$ cat config.mk
export PLATFORM = sky130hd
export DESIGN_NAME = piece_spawner
export DESIGN_NICKNAME = d
export VERILOG_FILES = /design/src/rtl/tetris_pkg.sv /design/src/rtl/piece_spawner_lfsr16.sv /design/src/rtl/piece_spawner.sv
export SDC_FILE = /design/constraint.sdc
export NUM_CORES = 1
export LEC_CHECK = 0
export CORE_UTILIZATION = 45
export DETAILED_ROUTE_END_ITERATION = 8
export PLACE_DENSITY = 0.78
export SETUP_SLACK_MARGIN = 0.5
export SYNTH_ARGS = -nofsm -noshare
export SYNTH_HDL_FRONTEND = slang
export SYNTH_HIERARCHICAL = 1
export SYNTH_SLANG_ARGS = --single-unit
$ cat constraint.sdc
create_clock -name clk -period 3.15 [get_ports clk]
set_input_delay 0.945 -clock clk [delete_from_list [all_inputs] [get_ports clk]]
set_output_delay 0.945 -clock clk [all_outputs]
set_load 0.02 [all_outputs]
$ cat src/rtl/tetris_pkg.sv
// Shared tetromino definitions: piece codes, board height, spawn masks and the
// FSM state type used by the spawner.
package tetris_pkg;

    localparam logic [2:0] PIECE_I = 3'd0;
    localparam logic [2:0] PIECE_O = 3'd1;
    localparam logic [2:0] PIECE_T = 3'd2;
    localparam logic [2:0] PIECE_S = 3'd3;
    localparam logic [2:0] PIECE_Z = 3'd4;
    localparam logic [2:0] PIECE_J = 3'd5;
    localparam logic [2:0] PIECE_L = 3'd6;

    localparam int BOARD_VISIBLE_ROWS = 20;

    localparam logic [15:0] LFSR_TAPS = 16'hB400;

    // Masks are written index 0 first (leftmost), so bits 12..15 are the top row.
    localparam logic [0:15] MASK_I = 16'b0000_0000_0000_1111;
    localparam logic [0:15] MASK_O = 16'b0000_0000_0110_0110;
    localparam logic [0:15] MASK_T = 16'b0000_0000_1110_0100;
    localparam logic [0:15] MASK_S = 16'b0000_0000_1100_0110;
    localparam logic [0:15] MASK_Z = 16'b0000_0000_0110_1100;
    localparam logic [0:15] MASK_J = 16'b0000_0000_1110_1000;
    localparam logic [0:15] MASK_L = 16'b0000_0000_1110_0010;

    typedef enum logic [1:0] {
        ST_DRAW  = 2'd0,
        ST_READY = 2'd1,
        ST_EMIT  = 2'd2
    } spawn_state_e;

    function automatic logic [0:15] spawn_mask(input logic [2:0] code);
        logic [0:15] m;
        case (code)
            PIECE_I: m = MASK_I;
            PIECE_O: m = MASK_O;
            PIECE_T: m = MASK_T;
            PIECE_S: m = MASK_S;
            PIECE_Z: m = MASK_Z;
            PIECE_J: m = MASK_J;
            PIECE_L: m = MASK_L;
            default: m = 16'h0000;
        endcase
        return m;
    endfunction

    function automatic logic [2:0] lowest_unused(input logic [6:0] used);
        logic [2:0] code;
        code = 3'd0;
        for (int i = 6; i >= 0; i--) begin
            if (!used[i]) begin
                code = 3'(i);
            end else begin
                code = code;
            end
        end
        return code;
    endfunction

endpackage

$ cat src/rtl/piece_spawner_lfsr16.sv
// 16-bit Galois LFSR (taps 16'hB400); advances every cycle unless loaded.
// A zero load value is replaced by the reset seed so the register never locks up.
module lfsr16
    import tetris_pkg::*;
#(
    parameter logic [15:0] SEED_RST = 16'hACE1
) (
    input  logic        clk,
    input  logic        rst,
    input  logic        load,
    input  logic [15:0] load_val,
    output logic [15:0] q
);

    logic [15:0] q_r;
    logic [15:0] shift_s;

    assign shift_s = {1'b0, q_r[15:1]};
    assign q       = q_r;

    // LFSR state: reset seed, explicit load, or one Galois step
    always_ff @(posedge clk) begin
        if (rst) begin
            q_r <= SEED_RST;
        end else if (load) begin
            q_r <= (load_val == 16'h0000) ? SEED_RST : load_val;
        end else if (q_r[0]) begin
            q_r <= shift_s ^ LFSR_TAPS;
        end else begin
            q_r <= shift_s;
        end
    end

endmodule

$ cat src/rtl/piece_spawner.sv
// Tetromino spawner: keeps one preview piece drawn from an LFSR and emits it as a
// one-cycle pulse on request. Define PIECE_BAG_EN for the 7-bag randomizer.
module piece_spawner
    import tetris_pkg::*;
#(
    parameter int          SPAWN_X   = 3,
    parameter int          SPAWN_Y   = 19,
    parameter int          MAX_TRIES = 8,
    parameter logic [15:0] SEED_RST  = 16'hACE1
) (
    input  logic        clk,
    input  logic        rst,
    input  logic        spawn_req,
    input  logic        seed_load,
    input  logic [15:0] seed,
    output logic        spawn_valid,
    output logic [0:15] float,
    output logic [3:0]  pos_x,
    output logic [4:0]  pos_y,
    output logic [2:0]  piece_type,
    output logic [2:0]  next_type,
    output logic        ready
);

    localparam int            TRY_W    = (MAX_TRIES > 2) ? $clog2(MAX_TRIES) : 1;
    localparam logic [TRY_W-1:0] LAST_TRY = TRY_W'(MAX_TRIES - 1);

    spawn_state_e     state_r, state_next_s;
    logic [TRY_W-1:0] tries_r, tries_next_s;
    logic             pending_r, pending_next_s;
    logic [2:0]       next_type_r, next_type_next_s;
    logic [2:0]       piece_type_r, piece_type_next_s;
    logic [0:15]      float_r, float_next_s;
    logic [3:0]       pos_x_r, pos_x_next_s;
    logic [4:0]       pos_y_r, pos_y_next_s;
    logic             spawn_valid_r;
    logic             ready_r;
    logic [2:0]       pick_s;
    logic             pick_ok_s;
    logic [15:0]      lfsr_q_s;
    logic [12:0]      lfsr_unused_s;
    logic [2:0]       cand_s;

    lfsr16 #(.SEED_RST(SEED_RST)) u_lfsr (
        .clk      (clk),
        .rst      (rst),
        .load     (seed_load),
        .load_val (seed),
        .q        (lfsr_q_s)
    );

    assign cand_s        = lfsr_q_s[2:0];
    assign lfsr_unused_s = lfsr_q_s[15:3];

`ifdef PIECE_BAG_EN
    logic [6:0] used_r, used_next_s, used_set_s;
    logic [7:0] used8_s;

    // Code 7 is folded in as permanently used so it can never be accepted
    assign used8_s = {1'b1, used_r};
`endif

    // Next-state, preview draw and spawn output selection
    always_comb begin
        state_next_s      = state_r;
        tries_next_s      = tries_r;
        pending_next_s    = pending_r;
        next_type_next_s  = next_type_r;
        piece_type_next_s = piece_type_r;
        float_next_s      = float_r;
        pos_x_next_s      = pos_x_r;
        pos_y_next_s      = pos_y_r;
        pick_s            = 3'd0;
        pick_ok_s         = 1'b0;
`ifdef PIECE_BAG_EN
        used_next_s       = used_r;
        used_set_s        = 7'd0;
`endif
        case (state_r)
            ST_DRAW: begin
                pending_next_s = pending_r | spawn_req;
`ifdef PIECE_BAG_EN
                if (!used8_s[cand_s]) begin
                    pick_s    = cand_s;
                    pick_ok_s = 1'b1;
                end else if (tries_r == LAST_TRY) begin
                    pick_s    = lowest_unused(used_r);
                    pick_ok_s = 1'b1;
                end else begin
                    pick_ok_s = 1'b0;
                end
`else
                if (cand_s != 3'd7) begin
                    pick_s    = cand_s;
                    pick_ok_s = 1'b1;
                end else if (tries_r == LAST_TRY) begin
                    pick_s    = PIECE_I;
                    pick_ok_s = 1'b1;
                end else begin
                    pick_ok_s = 1'b0;
                end
`endif
                if (pick_ok_s) begin
                    next_type_next_s = pick_s;
                    state_next_s     = ST_READY;
`ifdef PIECE_BAG_EN
                    // Completing the bag empties it in the same cycle
                    used_set_s = used_r | (7'd1 << pick_s);
                    if (used_set_s == 7'h7F) begin
                        used_next_s = 7'd0;
                    end else begin
                        used_next_s = used_set_s;
                    end
`endif
                end else begin
                    tries_next_s = tries_r + TRY_W'(1);
                end
            end
            ST_READY: begin
                if (spawn_req || pending_r) begin
                    piece_type_next_s = next_type_r;
                    float_next_s      = spawn_mask(next_type_r);
                    pos_x_next_s      = 4'(SPAWN_X);
                    pos_y_next_s      = 5'(SPAWN_Y);
                    pending_next_s    = 1'b0;
                    state_next_s      = ST_EMIT;
                end else begin
                    state_next_s = ST_READY;
                end
            end
            ST_EMIT: begin
                pending_next_s = pending_r | spawn_req;
                tries_next_s   = '0;
                state_next_s   = ST_DRAW;
            end
            default: begin
                tries_next_s = '0;
                state_next_s = ST_DRAW;
            end
        endcase
    end

    // State and registered outputs; ready/valid decode the next state
    always_ff @(posedge clk) begin
        if (rst) begin
            state_r       <= ST_DRAW;
            tries_r       <= '0;
            pending_r     <= 1'b0;
            next_type_r   <= 3'd0;
            piece_type_r  <= 3'd0;
            float_r       <= 16'h0000;
            pos_x_r       <= 4'd0;
            pos_y_r       <= 5'd0;
            spawn_valid_r <= 1'b0;
            ready_r       <= 1'b0;
`ifdef PIECE_BAG_EN
            used_r        <= 7'd0;
`endif
        end else begin
            state_r       <= state_next_s;
            tries_r       <= tries_next_s;
            pending_r     <= pending_next_s;
            next_type_r   <= next_type_next_s;
            piece_type_r  <= piece_type_next_s;
            float_r       <= float_next_s;
            pos_x_r       <= pos_x_next_s;
            pos_y_r       <= pos_y_next_s;
            spawn_valid_r <= (state_next_s == ST_EMIT);
            ready_r       <= (state_next_s == ST_READY);
`ifdef PIECE_BAG_EN
            used_r        <= used_next_s;
`endif
        end
    end

    assign spawn_valid = spawn_valid_r;
    assign float       = float_r;
    assign pos_x       = pos_x_r;
    assign pos_y       = pos_y_r;
    assign piece_type  = piece_type_r;
    assign next_type   = next_type_r;
    assign ready       = ready_r;

endmodule
==> flow_summary.ini <==
; yosys + openroad results
[status]
status = completed

[placement]
place.gp.congestion = 0.808
dp_hpwl_mm = 2.23
dp.cells = 255

[yosys]
async_flop_share_pct = 0
yosysUniqueCellTypes = 34
yosysWarnings = 6
flop_cell = dfxtp_1
top_cells_by_count = dfxtp_1 (38), buf_4 (17), nor2_1 (15)
top_cell = dfxtp_1

[final_timing]
finalHoldViolCount = 0
slew_headroom_pct = 63.7
drv_slew = 0
fin_crit_sh_pct = 76.6
min_period_ns = 2.41

[clock_tree]
cts_sinks = 38
cts_inserted_buffers = 5
holdBufCountCts = 0
ctsResizeCount = 0
cts.htree.levels = 2

[job]
max-cap-violations = 0
warning_count = 26

[critical_path]
setup.worst_path.class = reg2out
cp.required_ns = 2.20
path_cells = clkdlybuf4s50_1
path_buffers = 1
cp-end-kind = primary output
cp_slowest_cell = clkdlybuf4s50_1
crit_family = buffers and inverters
critPathMaxStageDelay_ns = 0.67

[power_and_ir_drop]
pwr-share-seq_pct = 49.8
p_int_uw = 790
p_leak_uw = 0.000797
top_power_group = sequential cells
powerDensity_nw_per_um2 = 519
power_switching_uw = 299
comb-power_uw = 208

[final_layout]
n_antenna_cell = 0
ff_latch_area_um2 = 761
final_cells = 263
final_cell_mix = clkdlybuf4s50_1 (39), dfxtp_1 (38), nor2_1 (15)
n_fill_cell = 327

[floorplan]
core_um2 = 3470
pin_count = 53
row_count = 21
fp_util_pct = 48.7

[route]
m1WireLength_mm = 1.44
top_layer_used = met4
drc = 0
route.met3.wl_um = 135
vias_per_cell = 4.98
ant_nets = 0
initialDrtViolationCount = 73
==> area by class of cell <==
class / instances / share of cell area [%]
Clock buffer: 7 / 4.11
Multi-Input combinational cell: 129 / 37.0
Tap cell: 46 / 2.74
Clock inverter: 1 / 0.238
Sequential cell: 38 / 36.2
Timing Repair Buffer: 42 / 19.7
==> path summary, 6_finish.rpt <==
check                                                from                      end  slack [ns]  cells past startpoint
worst max-delay path            next_type[1]$_SDFFE_PP0P_             next_type[1]        0.74                      1
worst min-delay path               u_lfsr/q[8]$_SDFF_PP0_   u_lfsr/q[7]$_SDFF_PP1_        0.44                      1
worst max register to register    tries_r[0]$_SDFFE_PP0P_  tries_r[0]$_SDFFE_PP0P_        1.52                      5
worst min register to register     u_lfsr/q[8]$_SDFF_PP0_   u_lfsr/q[7]$_SDFF_PP1_        0.44                      1
==> sequential cells by signal, summed over array words and instances, names as in the netlist <==
signal       flops
u_lfsr/q        16
tries_r          3
ready            1
piece_type       3
next_type        3
state_r          2
pos_x            1
spawn_valid      1
pending_r        1
float            7
==> logic make-up after synthesis <==
family / share of synthesized area [%]
AND-OR/OR-AND: 13.5
XOR/XNOR: 2.59
adder cells (fa/ha/maj): 1.48
buffers and inverters: 11.7
flip-flops: 45.0
multiplexers: 5.92
other: 0.222
AND/OR/NAND/NOR: 19.6
==> through the flow <==
stage / instance area, um^2 / worst slack (ns)
2_1_floorplan: 1740 / 1.40
3_3_place_gp: 2010 / 0.714
3_5_place_dp: 2010 / 0.665
4_1_cts: 2100 / 0.719
5_1_grt: 2100 / 0.677
6_report: 2100 / 0.736
==> metal layers <==
metal  global-route usage (%)  up-vias
met3                     5.62        7
met5                        0        -
met1                     19.8      591
li1                         -      678
met2                     29.7       35
met4                     8.81        0
M1 wires:
Scale bar: 20 um. Supply wires on this layer in grey.
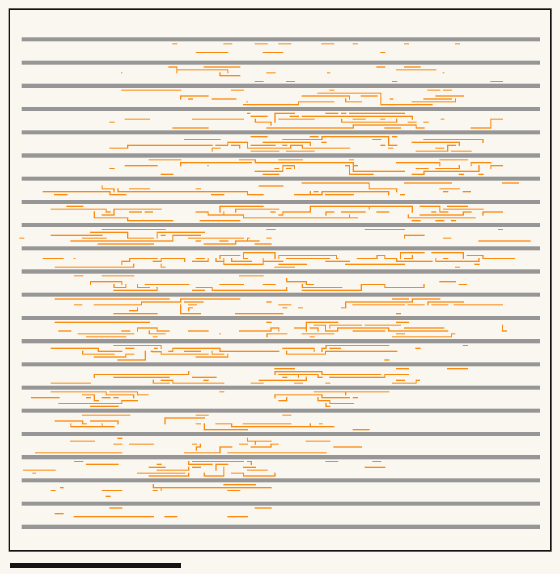
main direction: horizontal
wire length on this layer: 1440 um
nets with wire on the layer: 193
longest straight run: 15.2 um
share of all routed wire: 45%
final wirelength: 3.19 mm
routed vias: 1311
met1 Usage GRT: 19.8%

Signal wires on met2:
Scale bar: 20 um.
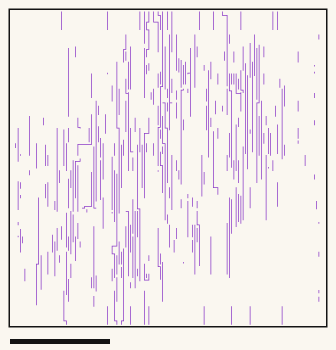
longest straight run: 20.1 um
nets with wire on the layer: 201
main direction: vertical
GR Util met2: 29.7%

Signal wires on met3:
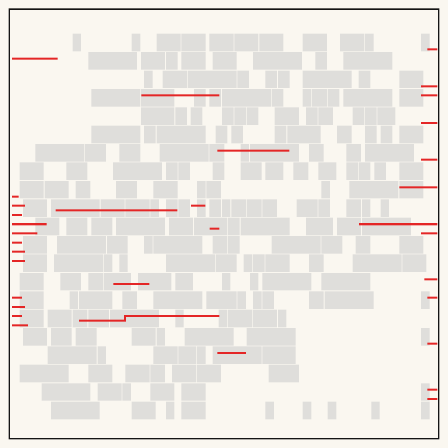
wire length on this layer: 135 um
nets with wire on the layer: 29
main direction: horizontal
longest straight run: 17.7 um
share of all routed wire: 4.2%
met3 Usage GRT: 5.62%

Congestion heat map:
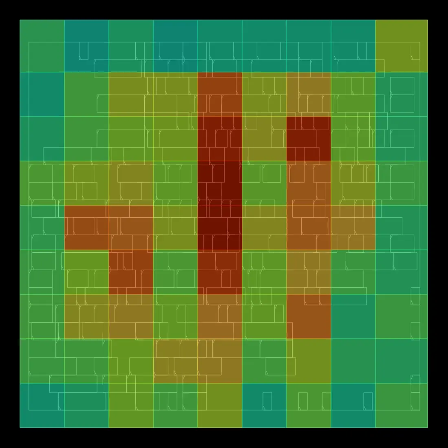
drt wl/cell: 12.1 um
GRT Util Overall: 17.6%
final core occ: 60.5%

Clock network drawn from the DEF:
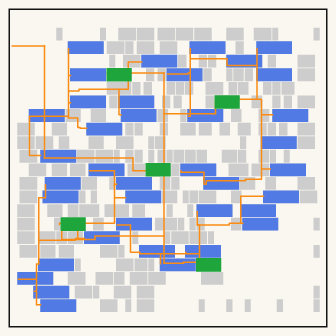
[blue] flip-flops | count: 38
[orange] clock wires | length: 434 um
[green] clock-net drivers | count: 5
routed clock nets: 6
power share of the clock group: 31.1%
P_clk: 339 uW
final worst clock skew: 0.00776 ns

No activity file was given, so power comes from the tool's default toggle rates.
